--- config.mk ---
export PLATFORM = sky130hd
export DESIGN_NAME = pwm_compare_channel
export DESIGN_NICKNAME = d
export VERILOG_FILES = /design/src/rtl/pwm_compare_channel.sv
export SDC_FILE = /design/constraint.sdc
export NUM_CORES = 1
export LEC_CHECK = 0
export CAP_MARGIN = 0
export CORE_MARGIN = 3
export CORE_UTILIZATION = 51
export DETAILED_ROUTE_END_ITERATION = 10
export GPL_ROUTABILITY_DRIVEN = 1
export GPL_TIMING_DRIVEN = 0
export PLACE_DENSITY = 0.84
export SYNTH_ARGS = -nofsm -noshare
export SYNTH_HDL_FRONTEND = slang
export SYNTH_SLANG_ARGS = --single-unit
--- constraint.sdc ---
create_clock -name clk -period 1.65 [get_ports clk]
set_input_delay 0.33 -clock clk [delete_from_list [all_inputs] [get_ports clk]]
set_output_delay 0.33 -clock clk [all_outputs]
set_load 0.005 [all_outputs]
--- src/rtl/pwm_compare_channel.sv ---
// pwm_compare_channel
// -------------------
// Turns the shared free-running counter value into one PWM output channel.
// The compare value and the output polarity are double-buffered. CPU writes
// land in a shadow register. The active register takes the shadow only at a
// period boundary, which is the transition of the counter into 0. The output
// therefore never changes duty or polarity part-way through a period.
//
// Optional feature: define PWM_DEADTIME_EN to insert a programmable dead-time
// gap between pwm_out and pwm_out_n. During the gap both outputs sit at the
// inactive level. Without the macro, dead_time is ignored and pwm_out_n is
// the registered inverse of pwm_out.
//
// Parameters:
//   WIDTH           width of counter_value and the compare registers
//   DEADTIME_WIDTH  width of the dead-time down-counter
//
// Ports:
//   clk, rst        clock, synchronous active-high reset
//   enable          channel enable; 0 forces the idle (inactive) level
//   counter_value   registered value from the upstream counter (up or down)
//   cfg_write       one-cycle strobe capturing cfg_compare / cfg_polarity
//   cfg_compare     new compare (duty) value
//   cfg_polarity    0 = active-high output, 1 = active-low output
//   dead_time       dead-time length in clk cycles (PWM_DEADTIME_EN only)
//   pwm_out         PWM output
//   pwm_out_n       complementary output
//   match_pulse     one-cycle strobe when the counter reaches the compare value
//   period_pulse    one-cycle strobe at each period boundary
//   update_pending  shadow holds a value not yet applied
module pwm_compare_channel #(
  parameter int WIDTH          = 8,
  parameter int DEADTIME_WIDTH = 4
) (
  input  logic                      clk,
  input  logic                      rst,
  input  logic                      enable,
  input  logic [WIDTH-1:0]          counter_value,
  input  logic                      cfg_write,
  input  logic [WIDTH-1:0]          cfg_compare,
  input  logic                      cfg_polarity,
  input  logic [DEADTIME_WIDTH-1:0] dead_time,
  output logic                      pwm_out,
  output logic                      pwm_out_n,
  output logic                      match_pulse,
  output logic                      period_pulse,
  output logic                      update_pending
);

  localparam logic [WIDTH-1:0] ZERO = {WIDTH{1'b0}};

  logic [WIDTH-1:0] prev_value;
  logic             prev_valid;
  logic [WIDTH-1:0] shadow_compare;
  logic [WIDTH-1:0] active_compare;
  logic             shadow_polarity;
  logic             active_polarity;

  logic             period_start;
  logic             level;
  logic             match_now;
  logic             load_active;
  logic             out_next;
  logic             out_n_next;

  // Boundary, raw level and match decode from the current and previous counter value.
  always_comb begin
    // prev_valid low means "no history", so a counter sitting at 0 when the
    // channel comes up still produces one boundary, and a halted counter
    // produces no more than one.
    period_start = enable & (counter_value == ZERO)
                 & (~prev_valid | (prev_value != ZERO));
    level        = (counter_value < active_compare);
    match_now    = enable & (counter_value == active_compare)
                 & (~prev_valid | (prev_value != counter_value));
    load_active  = period_start & update_pending;
  end

  // Counter history used for edge-style boundary and match detection.
  always_ff @(posedge clk) begin
    if (rst) begin
      prev_value <= ZERO;
      prev_valid <= 1'b0;
    end else begin
      prev_value <= counter_value;
      prev_valid <= enable;
    end
  end

  // Shadow/active double buffer for compare value and polarity.
  always_ff @(posedge clk) begin
    if (rst) begin
      shadow_compare  <= ZERO;
      shadow_polarity <= 1'b0;
      active_compare  <= ZERO;
      active_polarity <= 1'b0;
      update_pending  <= 1'b0;
    end else if (cfg_write && !enable) begin
      // Channel idle: nothing to glitch, so apply the write immediately.
      shadow_compare  <= cfg_compare;
      shadow_polarity <= cfg_polarity;
      active_compare  <= cfg_compare;
      active_polarity <= cfg_polarity;
      update_pending  <= 1'b0;
    end else begin
      // When a write coincides with the boundary, the old shadow goes active
      // and the new write stays pending for the following boundary.
      if (load_active) begin
        active_compare  <= shadow_compare;
        active_polarity <= shadow_polarity;
      end
      if (cfg_write) begin
        shadow_compare  <= cfg_compare;
        shadow_polarity <= cfg_polarity;
        update_pending  <= 1'b1;
      end else if (load_active) begin
        update_pending  <= 1'b0;
      end
    end
  end

`ifdef PWM_DEADTIME_EN
  localparam logic [DEADTIME_WIDTH-1:0] DT_ZERO = {DEADTIME_WIDTH{1'b0}};
  localparam logic [DEADTIME_WIDTH-1:0] DT_ONE  = {{(DEADTIME_WIDTH-1){1'b0}}, 1'b1};

  logic                      level_q;
  logic                      level_q_next;
  logic [DEADTIME_WIDTH-1:0] dt_count;
  logic [DEADTIME_WIDTH-1:0] dt_count_next;
  logic                      gap;

  // Dead-time sequencing. Each level edge blanks both outputs for dead_time cycles.
  always_comb begin
    level_q_next  = level_q;
    dt_count_next = dt_count;
    gap           = 1'b0;
    if (!enable) begin
      level_q_next  = 1'b0;
      dt_count_next = DT_ZERO;
      gap           = 1'b0;
    end else if (level != level_q) begin
      // A fresh edge always restarts the gap, even if one is in progress.
      // This cycle's blanked output is the first of the dead_time cycles,
      // so the counter holds only the cycles that remain after it.
      level_q_next = level;
      if (dead_time != DT_ZERO) begin
        gap           = 1'b1;
        dt_count_next = dead_time - DT_ONE;
      end else begin
        gap           = 1'b0;
        dt_count_next = DT_ZERO;
      end
    end else if (dt_count != DT_ZERO) begin
      gap           = 1'b1;
      dt_count_next = dt_count - DT_ONE;
    end else begin
      gap           = 1'b0;
      dt_count_next = DT_ZERO;
    end

    if (!enable || gap) begin
      out_next   = active_polarity;
      out_n_next = active_polarity;
    end else begin
      out_next   = level ^ active_polarity;
      out_n_next = (~level) ^ active_polarity;
    end
  end

  // Dead-time state register.
  always_ff @(posedge clk) begin
    if (rst) begin
      level_q  <= 1'b0;
      dt_count <= DT_ZERO;
    end else begin
      level_q  <= level_q_next;
      dt_count <= dt_count_next;
    end
  end
`else
  logic unused_dead_time;
  assign unused_dead_time = ^dead_time;

  // Polarity and idle level. The complement follows pwm_out with no gap.
  always_comb begin
    if (enable) begin
      out_next = level ^ active_polarity;
    end else begin
      out_next = active_polarity;
    end
    out_n_next = ~out_next;
  end
`endif

  // Registered outputs, one clk after counter_value.
  always_ff @(posedge clk) begin
    if (rst) begin
      pwm_out      <= 1'b0;
      pwm_out_n    <= 1'b0;
      match_pulse  <= 1'b0;
      period_pulse <= 1'b0;
    end else begin
      pwm_out      <= out_next;
      pwm_out_n    <= out_n_next;
      match_pulse  <= match_now;
      period_pulse <= period_start;
    end
  end

endmodule

run_1/pdn.png
Scale bar: 20 um. Pins as bars on the die edge.
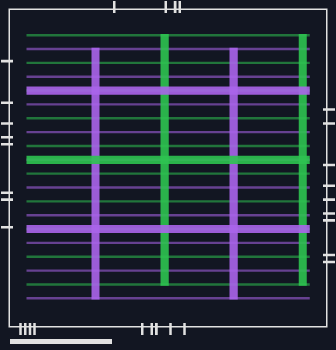
[purple] VSS
[green] VDD
signal pins: 30
met4 straps: 4
placeable core region: 2880 um2
x dimension of the die: 62.1 um
maximum resistive drop on vdd: 0.000560 V
die extent in y: 62.1 um

run_1/cell_classes.png
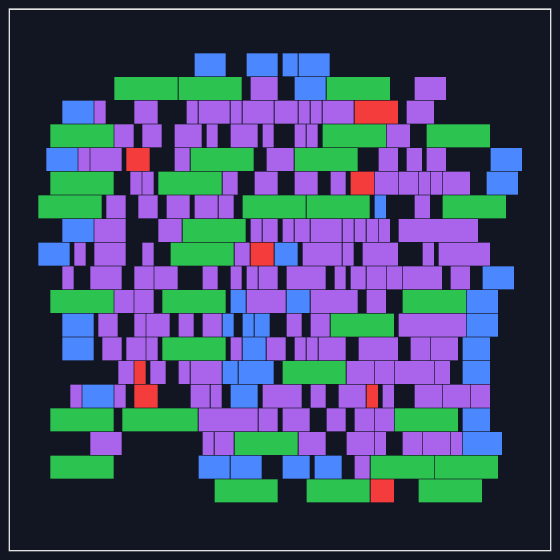
[purple] all other logic | cells: 141
[blue] other buffers and delay cells | cells: 36
[red] clock drivers and dummy loads | cells: 8
[green] flip-flops | cells: 32
utilization after layout: 0.706
Seq/total area: 0.317
summed area of non-filler cells in the final layout: 2030 um2
row cnt: 19

==> results.txt, run 1 <==
Results of the full flow below.

Status:
- The flow ran to the end, and the final reports show no timing, DRC or antenna violations.

Synth:
- The run puts the net count after synthesis at 215.
- The run puts the total standard cell area after synthesis at 1600 um2.
- The run gives the post-synthesis share of cell area spent on and, or, nand and nor gates as 0.230.
- For this run, the leading register cell type out of synthesis is sky130_fd_sc_hd__dfxtp_1.
- The portion of synthesized area spent on multiplexers is 0.0625.
- The run puts the per-instance average area after synthesis at 8.81 um2.
- By instance count, the leading cell after synthesis is sky130_fd_sc_hd__dfxtp_1.
- The synthesis report lists the most area-consuming cells as sky130_fd_sc_hd__dfxtp_1, sky130_fd_sc_hd__nor2_1, sky130_fd_sc_hd__ha_1.
- The synthesis log from Yosys contains 0 warnings.
- The cell-mix breakdown from Yosys lists the adder-cell area share as 0.0625.
- Per the synthesis report, the number of distinct cell types is 32.

Pwr:
- The run puts the internal power summed over all cells at 1.18 mW.
- The run gives the total power as 1.62 mW.
- Dividing total power by cell area gives a power density of 796 nW/um2.
- Summed over all nets, the switching power comes to 0.441 mW.
- The run gives the net switching share of the total power as 0.273.

Route:
- The run gives the tally of nets with antenna violations remaining after routing as 0.
- The script logs the mean routed wire length per placed instance as 14.7 um.
- The run gives the post-route DRC violation count as 0.
- The run gives the via count as 1493.
- Detailed routing placed a total of 258 um of wire on met3.
- The run gives the via-per-instance ratio as 5.76.
- The detailed router used layers up to and including met4.
- The run gives the total iterations of the first detailed-routing run as 4.

Worst hold path:
- For hold timing, the worst endpoint is prev_value[7].
- The min-delay analysis places its worst path in the category input port to flop.
- The worst hold path passes through 2 cells.

Setup path:
- The worst setup path is of the input port to flop kind.
- The run gives the data arrival time of the worst path as 1.86 ns.
- Of all nets on the critical path, the largest fanout is 7.

Global route:
- On met1, the global router reports a usage of 0.261.
- Global routing finished with a remaining overflow of 0.
- The run gives the pin count of the biggest net entering global routing as 11.
- The run gives the met3 capacity usage during global routing as 0.0723.
- The run puts the via count of the first global-routing pass at 1433.
- The run gives the routing layer with the top usage in global route as met2.

Finish:
- The run puts the number of standard cells in the layout, taps in and fillers out at 259.
- The run puts the number of nets in the layout at 249.
- The run gives the number of fill cells in the layout as 239.
- The run puts the area taken by flip-flops and latches at 644 um2.
- The run gives the area overhead of the layout relative to synthesis as 26.7%.
- The run gives the portion of the layout cell area used by clock cells as 0.0290.

Placement:
- The run puts the number of cells after detailed placement at 249.
- The run gives the placer's final routability congestion estimate as 0.853.
- The run puts the instance area at placement at 1910 um2.

Timing:
- The run puts the share of the clock period used by the worst path at 0.957.
- The run puts the time the worst path needs with I/O delays and setup at 1.58 ns.
- The run gives the worst hold slack as 0.372 ns.
- The run gives the max-slew violation count as 0.
- The run gives the setup TNS after final layout as 0 ns.

Clocking:
- The run puts the TritonCTS buffer count at 5.
- The run gives the number of setup buffers added after CTS as 3.
- Per the CTS log, the maximum H-tree level is 2.

Floorplanning:
- The run puts the initial core utilization at 0.557.
run_1/clock_map.png
Scale bar: 20 um.
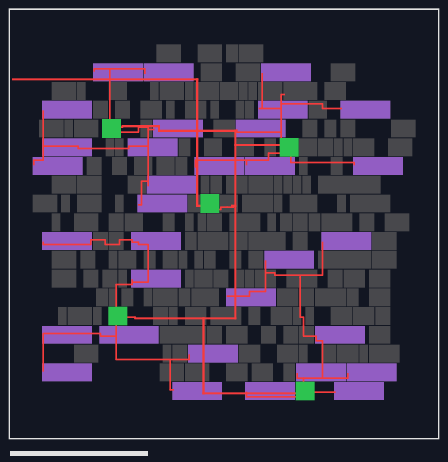
[green] cells driving clock nets | count: 5
[red] clock wires | length: 410 um
[purple] flip-flops | count: 32
routed clock nets: 6
worst-case clock skew: 0.00345 ns
Worst-Skew Late Latency: 0.34 ns
portion of total power attributed to the clock network: 0.292

run_1/final_clocks.png
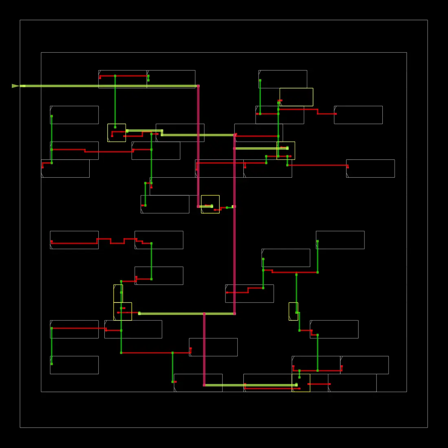

==> inputs of run 2 (changes only) <==
RECOVER_POWER = 100   (was default)
run_2/final_clocks.png
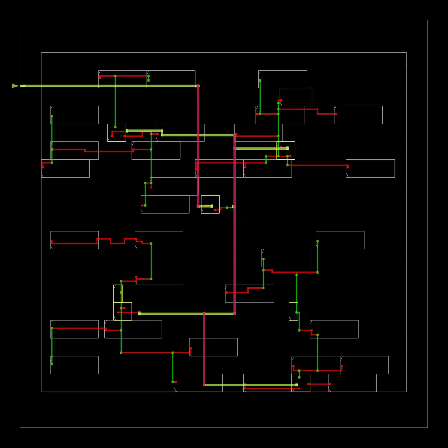
clock buffer instance count of the final layout: 8
Clock Sinks: 32
clk pwr: 0.472 mW
number of buffers inserted during clock tree synthesis: 5
count of flip-flops and latches: 32

run_2/clock_map.png
Scale bar: 20 um.
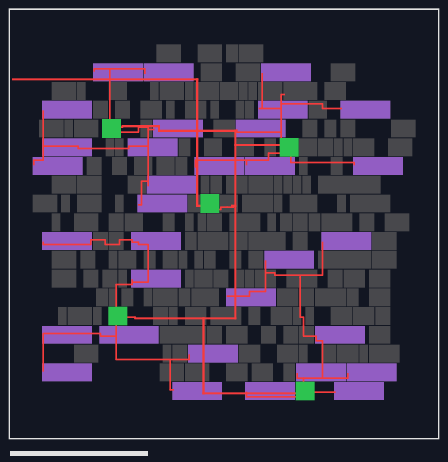
[red] clock wires | length: 410 um
[purple] flip-flops | count: 32
[green] cells driving clock nets | count: 5
routed clock nets: 6

==> results.txt, run 2 <==
Results of the full flow below.

Finish:
- The run puts the final standard cell area without fillers at 2030 um2.
- For this run, the number of standard cells in the final layout without fillers is 259.
- The run gives the utilization of the core after routing as 0.706.
- Registers represent a cell area share of 0.317.
- In the final layout, the fill cell count is 239.
- The run puts the area taken by flip-flops and latches at 644 um2.
- The run gives the area overhead of the layout relative to synthesis as 26.7%.

Worst hold path:
- Hold analysis lists the worst path endpoint as prev_value[7].
- The worst hold path passes through 2 cells.
- Note that the worst hold path type here is input port to flop.

Route:
- The detail route stage leaves a number of antenna-violating nets equal to 0.
- The run gives the via-per-instance ratio as 5.76.
- The DRC violation total left in the routed layout is recorded as 0.
- The run puts the met3 wirelength from detailed routing at 258 um.
- The run puts the via count at 1493.

Clocking:
- The run gives the number of setup buffers added after CTS as 3.
- The run gives the worst-skew pair later-pin latency as 0.34 ns.
- In this run the number of H-tree levels came out at 2.

Placement:
- Once placement finished, the instance area stood at 1910 um2.
- The run puts the number of cells after detailed placement at 249.
- The run puts the placer's final routability congestion estimate at 0.853.

Synth:
- The run gives the count of cell types in the netlist as 32.
- The run gives the library cell with the highest instance count after synthesis as sky130_fd_sc_hd__dfxtp_1.
- Ranked by total cell area, the synthesized netlist is headed by sky130_fd_sc_hd__dfxtp_1, sky130_fd_sc_hd__nor2_1, sky130_fd_sc_hd__ha_1.
- The cell-mix breakdown from Yosys lists the simple-gate area share as 0.230.
- For this run, the number of Yosys warnings is 0.
- The run gives the multiplexer share of the synthesized area as 0.0625.
- Among the non-sequential cells, simple AND/OR/NAND/NOR gates take the most area.
- When the netlist entered floorplanning its net count stood at 215.
- The cell-mix breakdown from Yosys lists the adder-cell area share as 0.0625.
- The run gives the flip-flop cell with the highest count after synthesis as sky130_fd_sc_hd__dfxtp_1.

Timing:
- The routed design could run at a clock period as short as 1.58 ns.
- The run puts the max-slew violation count at 0.
- The final timing report lists clock skew as 0.00345 ns.
- The run puts the worst hold slack at 0.372 ns.
- The run puts the share of the clock period used by the worst path at 0.957.
- The run puts the setup TNS after final layout at 0 ns.

Floorplanning:
- The run puts the initial core utilization at 0.557.
- From bottom edge to top edge, the die measures 62.1 um.
- After floorplanning, the core was divided into 19 placement rows.
- The floorplan step set the die width to 62.1 um.
- The run puts the area of the core at 2880 um2.

Global route:
- The via count of the first global-routing pass is 1433.
- The run gives the met3 capacity usage during global routing as 0.0723.
- The run gives the routing layer with the top usage in global route as met2.
- The run gives the pin count of the biggest net entering global routing as 11.
- The run puts the initial antenna violation count at 0.
- The run puts the met1 track demand over resource in global routing at 0.261.

Setup path:
- The run gives the data arrival time of the worst path as 1.86 ns.
- The critical path is of the input port to flop type.
- Looking at the critical path, the highest net fanout was 7.

Pwr:
- The run gives the internal power summed over all cells as 1.17 mW.
- Total power normalized to cell area comes to 795 nW/um2.
- The run puts the clock network power share at 0.292.
- The run puts the net load switching power at 0.440 mW.
- The run gives the total power as 1.61 mW.

Status:
- The flow ran to the end, and the final reports show no timing, DRC or antenna violations.
run_2/pdn.png
Scale bar: 20 um. Pins as bars on the die edge.
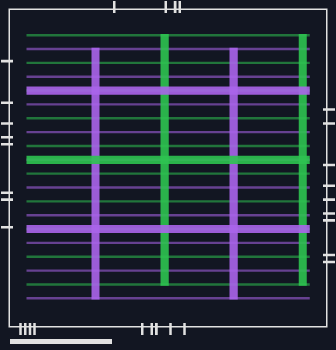
[green] VDD
[purple] VSS
rows: 19
met4 straps: 4
met5 straps: 3
signal pins: 30
met1 rails: 20
maximum resistive drop on vdd: 0.000560 V

==> inputs of run 3 (changes only) <==
CORE_UTILIZATION = 54   (was 51)
PLACE_DENSITY = 0.88   (was 0.84)
clock period = 1.9 ns   (was 1.65 ns; I/O delays follow)
==> results.txt, run 3 <==
Results of the full flow below.

Status:
- The run finished with clean final reports.

Route:
- The run puts the via-per-instance ratio at 6.02.
- The run puts the post-route DRC violation count at 0.
- The run puts the tally of nets with antenna violations remaining after routing at 0.
- Summed over all nets, wire length on met3 after detailed routing comes to 228 um.
- The run puts the via count at 1475.

Timing:
- The run gives the setup TNS after final layout as 0 ns.
- The run gives the time the worst path needs with I/O delays and setup as 1.82 ns.
- The run puts the share of the clock period used by the worst path at 0.960.
- The run puts the max-slew violation count at 0.

Floorplanning:
- The run puts the count of standard-cell rows at 19.
- For this configuration, the core starts out at a cell density of 0.576.

Placement:
- The run puts the placer's final routability congestion estimate at 0.890.
- The run puts the number of cells after detailed placement at 238.

Clocking:
- The run gives the number of setup buffers added after CTS as 0.
- The run puts the TritonCTS buffer count at 5.
- The clock H-tree reported by CTS has 2 levels.

Finish:
- The run gives the sequential cell count of the final layout as 32.
- The sequential cells in the finished layout cover a total of 641 um2.
- The final report gives the standard cell area, fillers excluded, as 1980 um2.
- The run puts the utilization of the core after routing at 0.711.
- The run puts the share of cell area taken by flip-flops and latches at 0.324.
- Leaving out filler cells and counting taps, the final layout contains 245.
- Counting the fill cells in the layout gives 226.

Global route:
- On met1, the global router reports a usage of 0.281.
- The run puts the pin count of the biggest net entering global routing at 11.
- The run gives the routing layer with the top usage in global route as met2.
- The run gives the met3 capacity usage during global routing as 0.0511.

Pwr:
- The run puts the net load switching power at 0.377 mW.
- For this design the ratio of total power to cell area is 718 nW/um2.
- Of the total power, the share spent switching nets is 0.266.
- The run puts the total power at 1.42 mW.
- The share of total power dissipated in the clock network is 0.309.

Synth:
- Sorting the synthesized cells by area gives the leading types as sky130_fd_sc_hd__dfxtp_1, sky130_fd_sc_hd__nor2_1, sky130_fd_sc_hd__ha_1.
- For this run, the leading register cell type out of synthesis is sky130_fd_sc_hd__dfxtp_1.
- During synthesis, Yosys emitted a total of 0 warnings.
- The cell-mix breakdown from Yosys lists the simple-gate area share as 0.230.
- The synthesized netlist contains 32 unique library cells.
- The run gives the net count after synthesis as 215.
- Measured against the total synthesized area, the mux share comes to 0.0625.
- The synthesis run identifies the leading combinational cell family as simple AND/OR/NAND/NOR gates.

Worst hold path:
- The endpoint of the worst hold path is reported as prev_value[6].
- Note that the worst hold path type here is input port to flop.

Setup path:
- The run gives the data arrival time of the worst path as 2.11 ns.
- Along the worst path, the maximum fanout reaches 4.
run_3/final_clocks.png
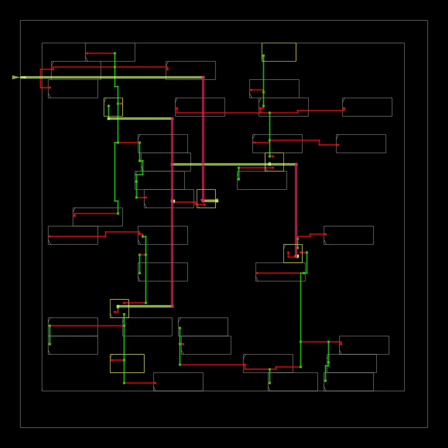
clock buffer instance count of the final layout: 7
worst-case clock skew: 0.00462 ns
clk pwr: 0.439 mW
Worst-Skew Late Latency: 0.33 ns

run_3/pdn.png
Scale bar: 20 um. Pins as bars on the die edge.
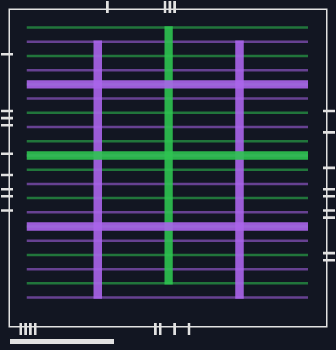
[green] VDD
[purple] VSS
signal pins: 30
rows: 19
maximum resistive drop on vdd: 0.000528 V
x dimension of the die: 60.5 um
placeable core region: 2780 um2
die extent in y: 60.5 um

run_3/metal_stack.png
Scale bar: 20 um.
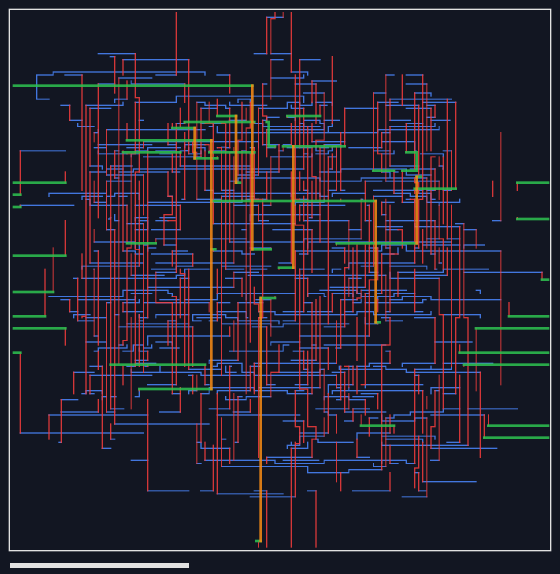
[blue] met1 | wire length: 1620 um
[orange] met4 | wire length: 119 um
[green] met3 | wire length: 228 um
[red] met2 | wire length: 1850 um
final wirelength: 3.82 mm
Avg WL per Cell: 15.6 um

Power is estimated from default activity; no workload was simulated.
